### Routing congestion, run 1

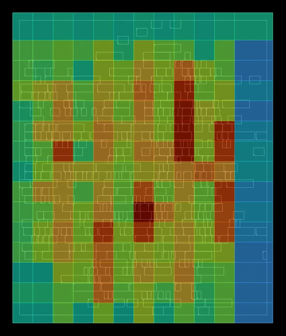
### Routed clock nets over the placement, run 1

Bar = 20 um.
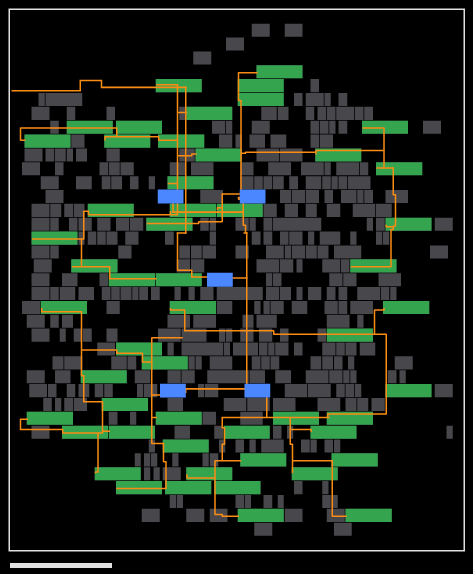
### Gate-type map, run 1

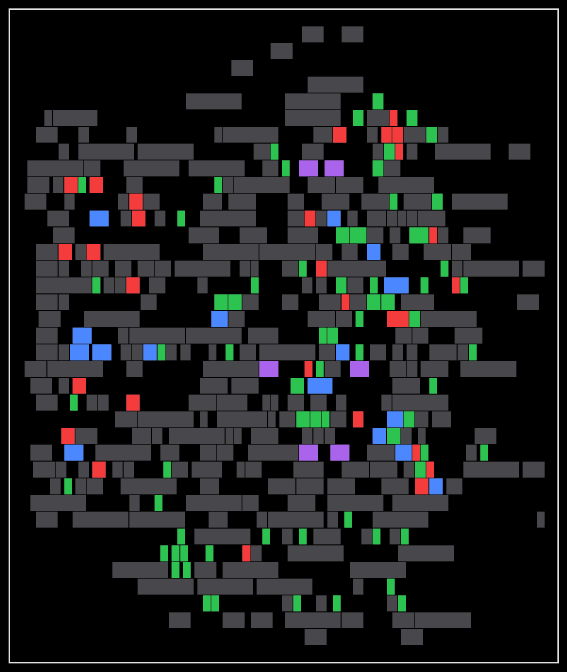
### Placement by cell class, run 1

Bar = 20 um.
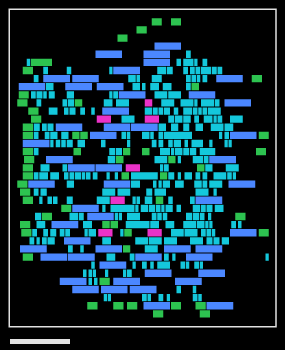
Design decimal_to_binary, sky130hd; sources not shown.
==> flow_summary.toml, run 1 <==
# yosys + openroad results
[logic_synthesis]
yosys.cell_types.count = 53
ys_sh_adder_pct = 12.18
compound_area_share_pct = 20.65
xor_share_pct = 1.639
ys.flop_type = "dfrtp_1"
largest_area_cell = "dfrtp_1"
synth-seq-area-share_pct = 41.37
simple_gate_share_pct = 17.88

[pwr]
swShare_pct = 46.29
p_comb_w = 0.00344
power_w = 0.005402
p_int_w = 0.002902
power_frac_seq_pct = 27.2

[status]
failed_checks = "negative setup slack"
outcome = "finished, violations left"

[placement]
place_inst = 497
place_congestion = 0.8860
dp_slack_ps = -64.50

[grt]
antenna_found_initial = 0
grt_max_degree = 54

[setup_path]
worst-path-stages = 10
critPathArrivalTime_ps = 2830
reg2regPathDepth = 10
critPathKind = "reg2reg"
cp_cell_sequence = "inv_2 > fa_2 > inv_2 > ha_4 > a21o_1 > and4_4 > o211ai_1 > buf_4 > mux2_4 > o211ai_1"

[detailed_routing]
wl_met1_mm = 3.373
drt_iter0_drc = 139
via_count = 2692

[sta]
setup_violations = 1
setup_slack_ps = -1.432
tightestPinTransition_ps = 723.3
final_hold_viol_count = 0
period_used_pct = 100.1
finalMaxSlewViolations = 0

[finish]
clkCellAreaFrac_pct = 2.320
syn_to_final_growth_pct = 21.16
fillers = 862
regArea_mm2 = 0.001326
largestClassByArea = "combinational gates"

[floorplanning]
coreArea_mm2 = 0.008518
fp_util_pct = 37.63
fp.dieH_um = 106.0
dieArea_mm2 = 0.009428
io_pins = 38

[clock_network]
cts_buffer_depth = 2
cts_setup_buffers = 2
hold_buffers = 0
numCtsBuffers = 5
Notes on 'Routing congestion' above:
met1 usage: 21.79%
detailed-route wire length per cell: 14.79 um
Total GRT Usage: 16.60%

Notes on 'Routed clock nets over the placement' above:
Key: blue = cells driving clock nets [count 5]; green = flip-flops [count 53]; orange = clock wires [length 752 um]
There are 6 routed clock nets. Position of the flops: all over the die.
Late-Pin Clk Latency: 310 ps
Clk power: 0.000493 W
skew final: 9.934 ps
clock power share: 9.1%

Notes on 'Gate-type map' above:
Key: red = NOR gates [cells 28]; purple = XOR/XNOR gates [cells 6]; blue = AND and OR gates [cells 16]; green = NAND gates [cells 69]
Top cell excl fill/tap: dfrtp_1
Comb/total area: 45.43%
final std cells w/o fill: 506

Notes on 'Placement by cell class' above:
Key: green = other buffers and delay cells [cells 54]; magenta = clock drivers and dummy loads [cells 7]; cyan = all other logic [cells 275]; blue = flops [cells 53]
Util after Layout: 45.59%
row count: 37

### Register map, names as in the netlist, run 1

Bar = 20 um. Other sequential cells in the stronger gray, the rest of the logic in the fainter gray.
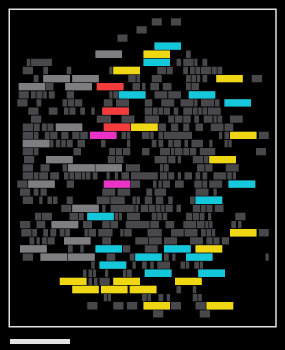

==> run 2, diff against run 1 <==
--- a/config.mk
+++ b/config.mk
@@ -5,11 +5,13 @@
 export SDC_FILE = /design/constraint.sdc
 export NUM_CORES = 1
 export LEC_CHECK = 0
+export CELL_PAD_IN_SITES_DETAIL_PLACEMENT = 1
+export CELL_PAD_IN_SITES_GLOBAL_PLACEMENT = 2
 export CORE_ASPECT_RATIO = 1.2
 export CORE_MARGIN = 2
-export CORE_UTILIZATION = 37
+export CORE_UTILIZATION = 31
 export DETAILED_ROUTE_END_ITERATION = 16
-export PLACE_DENSITY = 0.63
+export PLACE_DENSITY = 0.74
 export SLEW_MARGIN = 25
 export SYNTH_ARGS = -nofsm -noshare
 export SYNTH_HDL_FRONTEND = slang
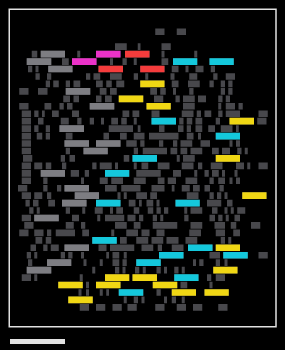
*Register map, names as in the netlist, run 2*
Bar = 20 um. Other sequential cells in the stronger gray, the rest of the logic in the fainter gray.
Key: yellow = out_binary [sequential cells 16]; cyan = acc_q [sequential cells 15]; red = cnt_q [sequential cells 3]; magenta = state_q [sequential cells 2]
flip-flop and latch power: 0.00146 W
register area: 0.001326 mm2
Util after Layout: 39.84%

==> run 2 against run 1 <==
  * The run still ends with negative setup slack left
  * Synthesized area is the same
  * Power up 9.2%
  * Routed wire length up 19%
  * Via count grew 1.4%
  * Critical endpoint is now acc_q[11]$_DFFE_PP0P_
  * Largest power group unchanged
  * Maximum frequency down 1.3%
  * First-iteration DRC count fell by 56%
  * Largest cell class unchanged
  * Highest routed layer unchanged
  * Clock skew shrank 4.8 ps
  * Hold slack improved by 2.7 ps
  * Critical path depth fell by 1
  * Flip-flop count stayed put
  * Critical path type unchanged
  * Utilization is 5.8 points lower
  * Clock power is 61% higher
==> flow_summary.toml, run 2 <==
# yosys + openroad results
[placement]
dp_slack_ps = -129.2
place_congestion = 0.8333
place_inst = 509

[setup_path]
reg2regPathDepth = 9
cp_cell_sequence = "inv_2 > fa_1 > inv_1 > ha_1 > a21o_1 > and4_4 > o211ai_1 > nor3_1 > or3b_4"

[pwr]
p_int_w = 0.003235
power_frac_seq_pct = 24.8
p_comb_w = 0.00364
swShare_pct = 45.13
power_w = 0.005897

[grt]
met1_usage_pct = 21.34
grt_max_degree = 29
grt_usage_pct = 16.44
antenna_found_initial = 0

[floorplanning]
io_pins = 38
num_rows = 40
coreArea_mm2 = 0.01006
dieArea_mm2 = 0.01117
fp.dieH_um = 115.4

[sta]
setup_slack_ps = -35.41
final_hold_viol_count = 0
finalMaxSlewViolations = 0
period_used_pct = 101.4
tightestPinTransition_ps = 706.3
setup_violations = 1
fin_worst_skew_ps = 5.132

[finish]
lay_top_count = "dfrtp_1"
fillers = 1168
syn_to_final_growth_pct = 25.02

[status]
failed_checks = "negative setup slack"
outcome = "finished, violations left"

[clock_network]
numCtsBuffers = 5
hold_buffers = 0
cts_buffer_depth = 2

[logic_synthesis]
synth-seq-area-share_pct = 41.37
xor_share_pct = 1.639
compound_area_share_pct = 20.65
ys_sh_adder_pct = 12.18
simple_gate_share_pct = 17.88
ys.flop_type = "dfrtp_1"
largest_area_cell = "dfrtp_1"

[detailed_routing]
drt_iter0_drc = 61
wl_per_cell_um = 17.06
wl_met1_mm = 3.975
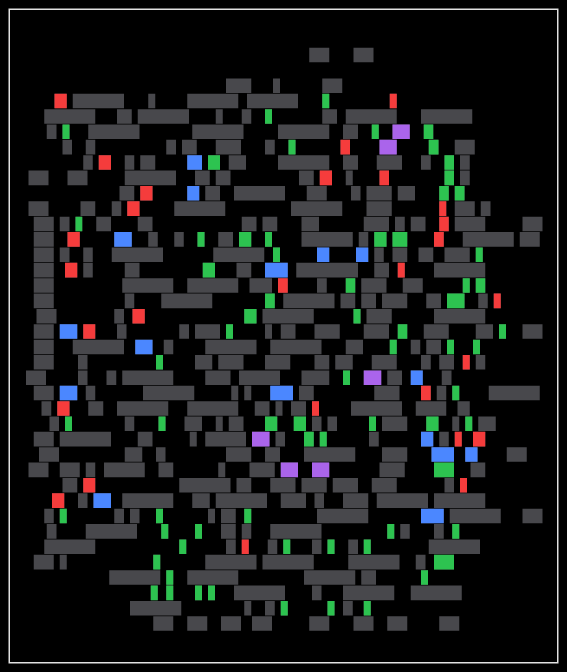
*Gate-type map, run 2*
Key: green = NAND gates [cells 69]; purple = XOR/XNOR gates [cells 6]; red = NOR gates [cells 28]; blue = AND and OR gates [cells 16]
final std cells w/o fill: 520
Comb/total area: 44.02%

Power and IR drop assume default switching activity.
